===== src/rtl/cnn2d_window_feeder.sv =====
// cnn2d_window_feeder: producer side of a 3x3 convolution MAC.
// Loads a 3x3 signed 4-bit kernel serially, then streams a raster-order image
// of signed 8-bit pixels through two line buffers. It presents each complete
// 3x3 window as registered parallel outputs with a one-cycle win_valid strobe.
// Optional build macro CNN2D_STRIDE2_EN: emit only windows whose completing
// pixel has an even row and an even column (stride 2). Otherwise stride is 1.
module cnn2d_window_feeder #(
  parameter int IMG_W = 8,
  parameter int IMG_H = 8
) (
  input  logic              clk,
  input  logic              rst_n,
  input  logic              start,
  input  logic              w_valid,
  input  logic signed [3:0] w_data,
  input  logic              pix_valid,
  input  logic signed [7:0] pix_data,
  output logic              pix_ready,
  output logic signed [7:0] X_00, X_01, X_02, X_10, X_11, X_12, X_20, X_21, X_22,
  output logic signed [3:0] W_00, W_01, W_02, W_10, W_11, W_12, W_20, W_21, W_22,
  output logic              win_valid,
  output logic              frame_done
);

  localparam int CW = $clog2(IMG_W);
  localparam int RW = $clog2(IMG_H);
  localparam logic [CW-1:0] COL_END  = CW'(IMG_W - 1);
  localparam logic [RW-1:0] ROW_END  = RW'(IMG_H - 1);
  localparam logic [CW-1:0] COL_ONE  = CW'(1);
  localparam logic [RW-1:0] ROW_ONE  = RW'(1);
  localparam logic [CW-1:0] COL_TWO  = CW'(2);
  localparam logic [RW-1:0] ROW_TWO  = RW'(2);
`ifdef CNN2D_STRIDE2_EN
  // Last emitted window ends on the largest even row/column index.
  localparam logic [CW-1:0] COL_LAST_WIN = CW'(((IMG_W - 1) / 2) * 2);
  localparam logic [RW-1:0] ROW_LAST_WIN = RW'(((IMG_H - 1) / 2) * 2);
`else
  localparam logic [CW-1:0] COL_LAST_WIN = COL_END;
  localparam logic [RW-1:0] ROW_LAST_WIN = ROW_END;
`endif

  typedef enum logic [1:0] {
    IDLE   = 2'd0,
    LOAD_W = 2'd1,
    STREAM = 2'd2
  } state_e;

  state_e          state_q, state_d;
  logic [3:0]      widx_q, widx_d;
  logic [CW-1:0]   col_q, col_d;
  logic [RW-1:0]   row_q, row_d;
  logic            pix_ready_q;
  logic            win_valid_q;
  logic            frame_done_q;
  logic signed [3:0] w_q   [9];
  logic signed [7:0] win_q [3][3];
  logic signed [7:0] x_q   [3][3];
  logic signed [7:0] lb0_q [IMG_W];  // row r-2
  logic signed [7:0] lb1_q [IMG_W];  // row r-1

  logic              pix_acc_s;
  logic              win_s;
  logic              last_s;
  logic signed [7:0] new_col_s [3];

  // pix_ready is 1 only in STREAM, so acceptance needs no state term.
  assign pix_acc_s    = pix_valid && pix_ready_q;
  assign new_col_s[0] = lb0_q[col_q];
  assign new_col_s[1] = lb1_q[col_q];
  assign new_col_s[2] = pix_data;
`ifdef CNN2D_STRIDE2_EN
  assign win_s = (row_q >= ROW_TWO) && (col_q >= COL_TWO) && !row_q[0] && !col_q[0];
`else
  assign win_s = (row_q >= ROW_TWO) && (col_q >= COL_TWO);
`endif
  assign last_s = (row_q == ROW_LAST_WIN) && (col_q == COL_LAST_WIN);

  // Next-state logic: frame sequencing, weight index and raster position.
  always_comb begin
    state_d = state_q;
    widx_d  = widx_q;
    col_d   = col_q;
    row_d   = row_q;
    case (state_q)
      IDLE: begin
        if (start) begin
          state_d = LOAD_W;
          widx_d  = 4'd0;
        end else begin
          state_d = IDLE;
        end
      end
      LOAD_W: begin
        if (w_valid) begin
          if (widx_q == 4'd8) begin
            state_d = STREAM;
            widx_d  = 4'd0;
            col_d   = {CW{1'b0}};
            row_d   = {RW{1'b0}};
          end else begin
            widx_d = widx_q + 4'd1;
          end
        end else begin
          widx_d = widx_q;
        end
      end
      STREAM: begin
        if (pix_acc_s) begin
          if (col_q == COL_END) begin
            col_d = {CW{1'b0}};
            if (row_q == ROW_END) begin
              row_d   = {RW{1'b0}};
              state_d = IDLE;
            end else begin
              row_d = row_q + ROW_ONE;
            end
          end else begin
            col_d = col_q + COL_ONE;
          end
        end else begin
          state_d = STREAM;
        end
      end
      default: begin
        state_d = IDLE;
      end
    endcase
  end

  // Control registers and output strobes; pix_ready follows the next state.
  always_ff @(posedge clk or negedge rst_n) begin
    if (!rst_n) begin
      state_q      <= IDLE;
      widx_q       <= 4'd0;
      col_q        <= {CW{1'b0}};
      row_q        <= {RW{1'b0}};
      pix_ready_q  <= 1'b0;
      win_valid_q  <= 1'b0;
      frame_done_q <= 1'b0;
    end else begin
      state_q      <= state_d;
      widx_q       <= widx_d;
      col_q        <= col_d;
      row_q        <= row_d;
      pix_ready_q  <= (state_d == STREAM);
      win_valid_q  <= pix_acc_s && win_s;
      frame_done_q <= pix_acc_s && win_s && last_s;
    end
  end

  // Kernel registers: one beat per w_valid cycle while loading.
  always_ff @(posedge clk or negedge rst_n) begin
    if (!rst_n) begin
      for (int i = 0; i < 9; i++) w_q[i] <= 4'sd0;
    end else if ((state_q == LOAD_W) && w_valid) begin
      w_q[widx_q] <= w_data;
    end
  end

  // Line buffers: cascade the older row down and store the new pixel; no reset.
  always_ff @(posedge clk) begin
    if (pix_acc_s) begin
      lb0_q[col_q] <= lb1_q[col_q];
      lb1_q[col_q] <= pix_data;
    end
  end

  // Shift window on every accept; publish it to X only when it is complete.
  always_ff @(posedge clk or negedge rst_n) begin
    if (!rst_n) begin
      for (int i = 0; i < 3; i++) begin
        for (int j = 0; j < 3; j++) begin
          win_q[i][j] <= 8'sd0;
          x_q[i][j]   <= 8'sd0;
        end
      end
    end else if (pix_acc_s) begin
      for (int i = 0; i < 3; i++) begin
        win_q[i][0] <= win_q[i][1];
        win_q[i][1] <= win_q[i][2];
        win_q[i][2] <= new_col_s[i];
        if (win_s) begin
          x_q[i][0] <= win_q[i][1];
          x_q[i][1] <= win_q[i][2];
          x_q[i][2] <= new_col_s[i];
        end
      end
    end
  end

  assign pix_ready  = pix_ready_q;
  assign win_valid  = win_valid_q;
  assign frame_done = frame_done_q;

  assign X_00 = x_q[0][0];
  assign X_01 = x_q[0][1];
  assign X_02 = x_q[0][2];
  assign X_10 = x_q[1][0];
  assign X_11 = x_q[1][1];
  assign X_12 = x_q[1][2];
  assign X_20 = x_q[2][0];
  assign X_21 = x_q[2][1];
  assign X_22 = x_q[2][2];

  assign W_00 = w_q[0];
  assign W_01 = w_q[1];
  assign W_02 = w_q[2];
  assign W_10 = w_q[3];
  assign W_11 = w_q[4];
  assign W_12 = w_q[5];
  assign W_20 = w_q[6];
  assign W_21 = w_q[7];
  assign W_22 = w_q[8];

endmodule


===== config.mk =====
export PLATFORM = sky130hd
export DESIGN_NAME = cnn2d_window_feeder
export DESIGN_NICKNAME = d
export VERILOG_FILES = /design/src/rtl/cnn2d_window_feeder.sv
export SDC_FILE = /design/constraint.sdc
export NUM_CORES = 1
export LEC_CHECK = 0
export ABC_AREA = 1
export CAP_MARGIN = 40
export CORE_ASPECT_RATIO = 1.25
export CORE_MARGIN = 3
export CORE_UTILIZATION = 53
export CTS_BUF_LIST = sky130_fd_sc_hd__clkbuf_8
export CTS_CLUSTER_SIZE = 25
export DETAILED_ROUTE_END_ITERATION = 8
export PLACE_DENSITY = 0.79
export SLEW_MARGIN = 20
export SYNTH_ARGS = -nofsm -noshare
export SYNTH_HDL_FRONTEND = slang
export SYNTH_SLANG_ARGS = --single-unit

===== constraint.sdc =====
create_clock -name clk -period 3 [get_ports clk]
set_input_delay 0.6 -clock clk [delete_from_list [all_inputs] [get_ports clk]]
set_output_delay 0.6 -clock clk [all_outputs]
set_load 0.005 [all_outputs]

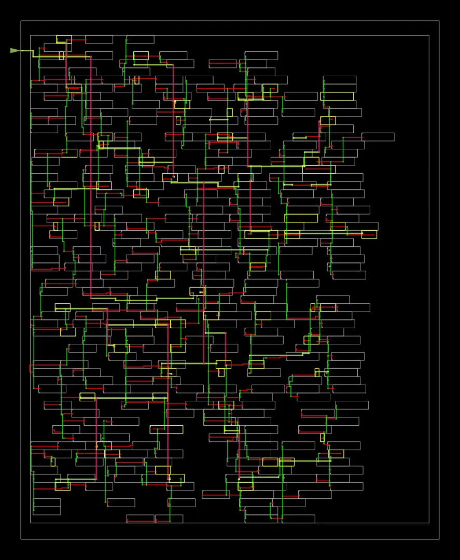
final_clocks.png
number of clock buffers inserted by TritonCTS: 41
number of clock-tree buffers in the layout: 50
final setup skew: 0.0276 ns
clock-net power: 3.40 mW
worst-skew pair later-pin latency: 0.53 ns

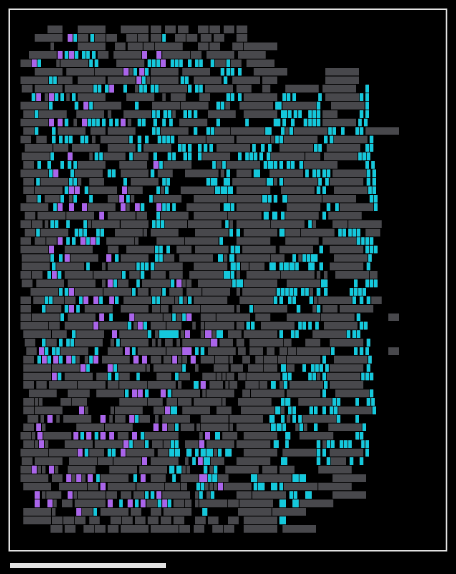
gate_families.png
The bar under the picture is 50 um long.
[cyan] NAND gates | cells: 571 | where: spread over the die
[purple] inverting AOI/OAI gates | cells: 114
most common cell after layout, fill and taps aside: sky130_fd_sc_hd__nand2_1
fraction of area in multi-input gates: 0.229
final non-filler cell total: 1,613

==> summary.txt <==
Notes on the flow run.

- The first-pass iteration count of the detailed router is 5, for reference.
- The most critical setup path has its startpoint at col_q[0].
- TritonCTS built the clock tree.
- OpenSTA lists the critical path endpoint as X_12[6].
- The switching share of total power is 0.342, for reference.
- For this run, the number of Yosys warnings is 0.
- The number of clock sinks is approximately 300, for reference.
- After synthesis, the cell types taking the most area are sky130_fd_sc_hd__dfrtp_1, sky130_fd_sc_hd__edfxtp_1, sky130_fd_sc_hd__nand2_1, sky130_fd_sc_hd__o21ai_0, sky130_fd_sc_hd__inv_1.
- The critical register-to-register path startpoint is col_q[0], for reference.
- The timing report gives the biggest stage delay along the critical path as 0.53 ns.
- In this design, the largest share of critical-path delay is due to buffers and inverters.
- The flow ran to the end, and the final reports show no timing, DRC or antenna violations.
- Per the summary, power density relative to cell area is between 900 and 1000 nW/um^2.
- In the final layout, flip-flops and latches occupy slightly above 8000 um^2.
- The report counts max-capacitance violations totalling 0.
- The well tap count is approximately 280, for reference.
- Summing every instance area after synthesis gives roughly 12,000 um^2.
- The critical path contains buffers and inverters numbering 4 combined.
- The net switching power in the latest report is around 4.8 mW.
- The pin closest to its max-slew limit shows a slew of 0.763 ns.
- The maximum vdd drop is 616 uV, for reference.
- The number of enable-type register cells in the synthesized netlist is between 100 and 150, for reference.
- The portion of the clock cycle consumed by the worst path in the final layout is 0.714, for reference.
- The master of the slowest instance on the critical path is sky130_fd_sc_hd__inv_2, for reference.
- The slack of the worst reg-to-reg path is 0.86 ns, for reference.
- The stage logs contain a warning count of 31.
- The sequential cell power is between 6 and 7 mW, for reference.
- The post-detailed-route via-to-cell ratio is between 5 and 6, for reference.
- According to the hold report, the worst path is of the input port to async pin type.
- The worst path needs 2.14 ns of the cycle, external delays included.
- The top power consumer group is sequential cells, for reference.
- CTS placed an instance of sky130_fd_sc_hd__clkbuf_8 at the clock tree root.
- The floorplan step defined a die boundary enclosing around 24,000 um^2.
- The routed wire length per instance is 16.8 um, for reference.
- The initial antenna violation count came to 0.
- After routing the design area is roughly 14,000 um^2.
- The sum of routed wire length over all layers is about 27 mm, for reference.
- The biggest area consumer among synthesized cells is sky130_fd_sc_hd__dfrtp_1, for reference.
- The multi-input combinational cell count is 752, for reference.
- The hold slack is around 0.45 ns, for reference.
- The count of hold buffers inserted by post-cts repair is 0, for reference.
- The power attributed to combinational cells is 4.63 mW, for reference.
- The area taken by multi-input logic gates is 3310 um^2, for reference.
- The number of non-clock inverters is approximately 58, for reference.
- No sink is reached through more buffers than the 3 on the longest clock path.
- Buffers added to address setup during post-CTS repair amount to 0.
- The depth of the worst register-to-register path is 9, for reference.
- Logged for this run, the post-placement worst setup slack is roughly 0.68 ns.
- Dividing the synthesized area by the synthesized cell count gives between 10 and 15 um^2.
- Detailed routing inserted a total of between 8k and 9k vias.
- The most numerous cell in the Yosys netlist is sky130_fd_sc_hd__nand2_1, for reference.
- The leading cell category by total area is registers, for reference.
- The portion of synthesized cell area occupied by the leading cell type is 0.360, for reference.
- The via count of the first global-routing pass was 8,626.
- For this run, the total global-route usage over all layers was measured as 0.227.
- The timing-limited maximum frequency is about 470 MHz, for reference.
- The final design utilization is 0.663, for reference.
- Per the run report, area growth between synthesis and finish was 21.4%.
- The final net count is approximately 1.3k, for reference.
- The most common flop cell mapped by yosys is sky130_fd_sc_hd__dfrtp_1, for reference.
- The total global routing overflow is 0, for reference.
- When the netlist entered floorplanning its net count stood at 1,192.
- The setup TNS is 0 ns, for reference.
- Per the post-route antenna check, the number of violating nets is 0.
- The synthesized-area fraction occupied by xor and xnor cells is 0, for reference.
- Of all the cell area in the finished design, non-clock buffers hold 0.107.
- Counting tap cells, the placed design contains a total of roughly 1.5k instances.
- The leakage power total is about 6.6 nW, for reference.
- Per the OpenROAD floorplan log, the area of the core is between 20,000 and 25,000 um^2.
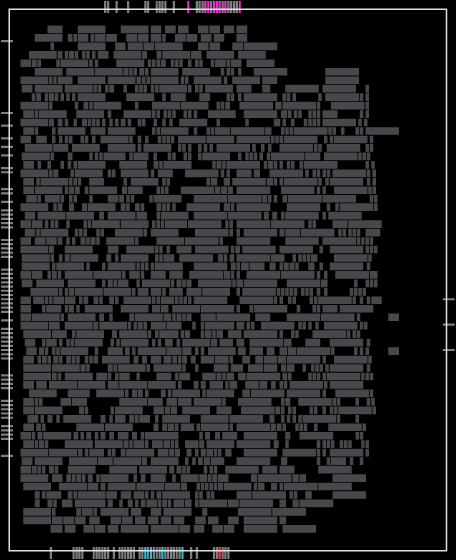
pins.png
Pins as bars across the die edge, other pins in gray.
[cyan] W_22 | pins: 4 | direction: output | edge: south
[magenta] X_02 | pins: 8 | direction: output | edge: north
[red] frame_done | pins: 1 | direction: output | edge: south
die height: 174 um
count of port buffers added during placement: 127
die width: 140 um

## flip-flops by register name (all words and copies together) (netlist names), 4 cells and up
register	flops
W_11	4
X_10	8
W_22	4
X_20	8
X_11	8
win_q	48
W_12	4
X_02	8
W_10	4
widx_q	4
lb1_q	64
W_02	4
W_01	4
X_22	8
W_20	4
X_21	8
lb0_q	64
W_21	4
X_00	8
W_00	4
X_12	8
X_01	8
## metal layers
| metal | vias to the layer above | part of all wire | GRT usage |
|---|---|---|---|
| met4 | 0 | 0.036 | 0.0868 |
| li1 | 4067 | - | - |
| met2 | 315 | 0.48 | 0.368 |
| met1 | 4024 | 0.41 | 0.301 |
| met5 | - | 0 | 0 |
| met3 | 76 | 0.072 | 0.0510 |
## kinds of logic after synthesis
group	after synthesis
fa+ha+maj	10
compound gates	114
buf+inv	114
simple gates	628
flops	299
No activity file was given, so power comes from the tool's default toggle rates.
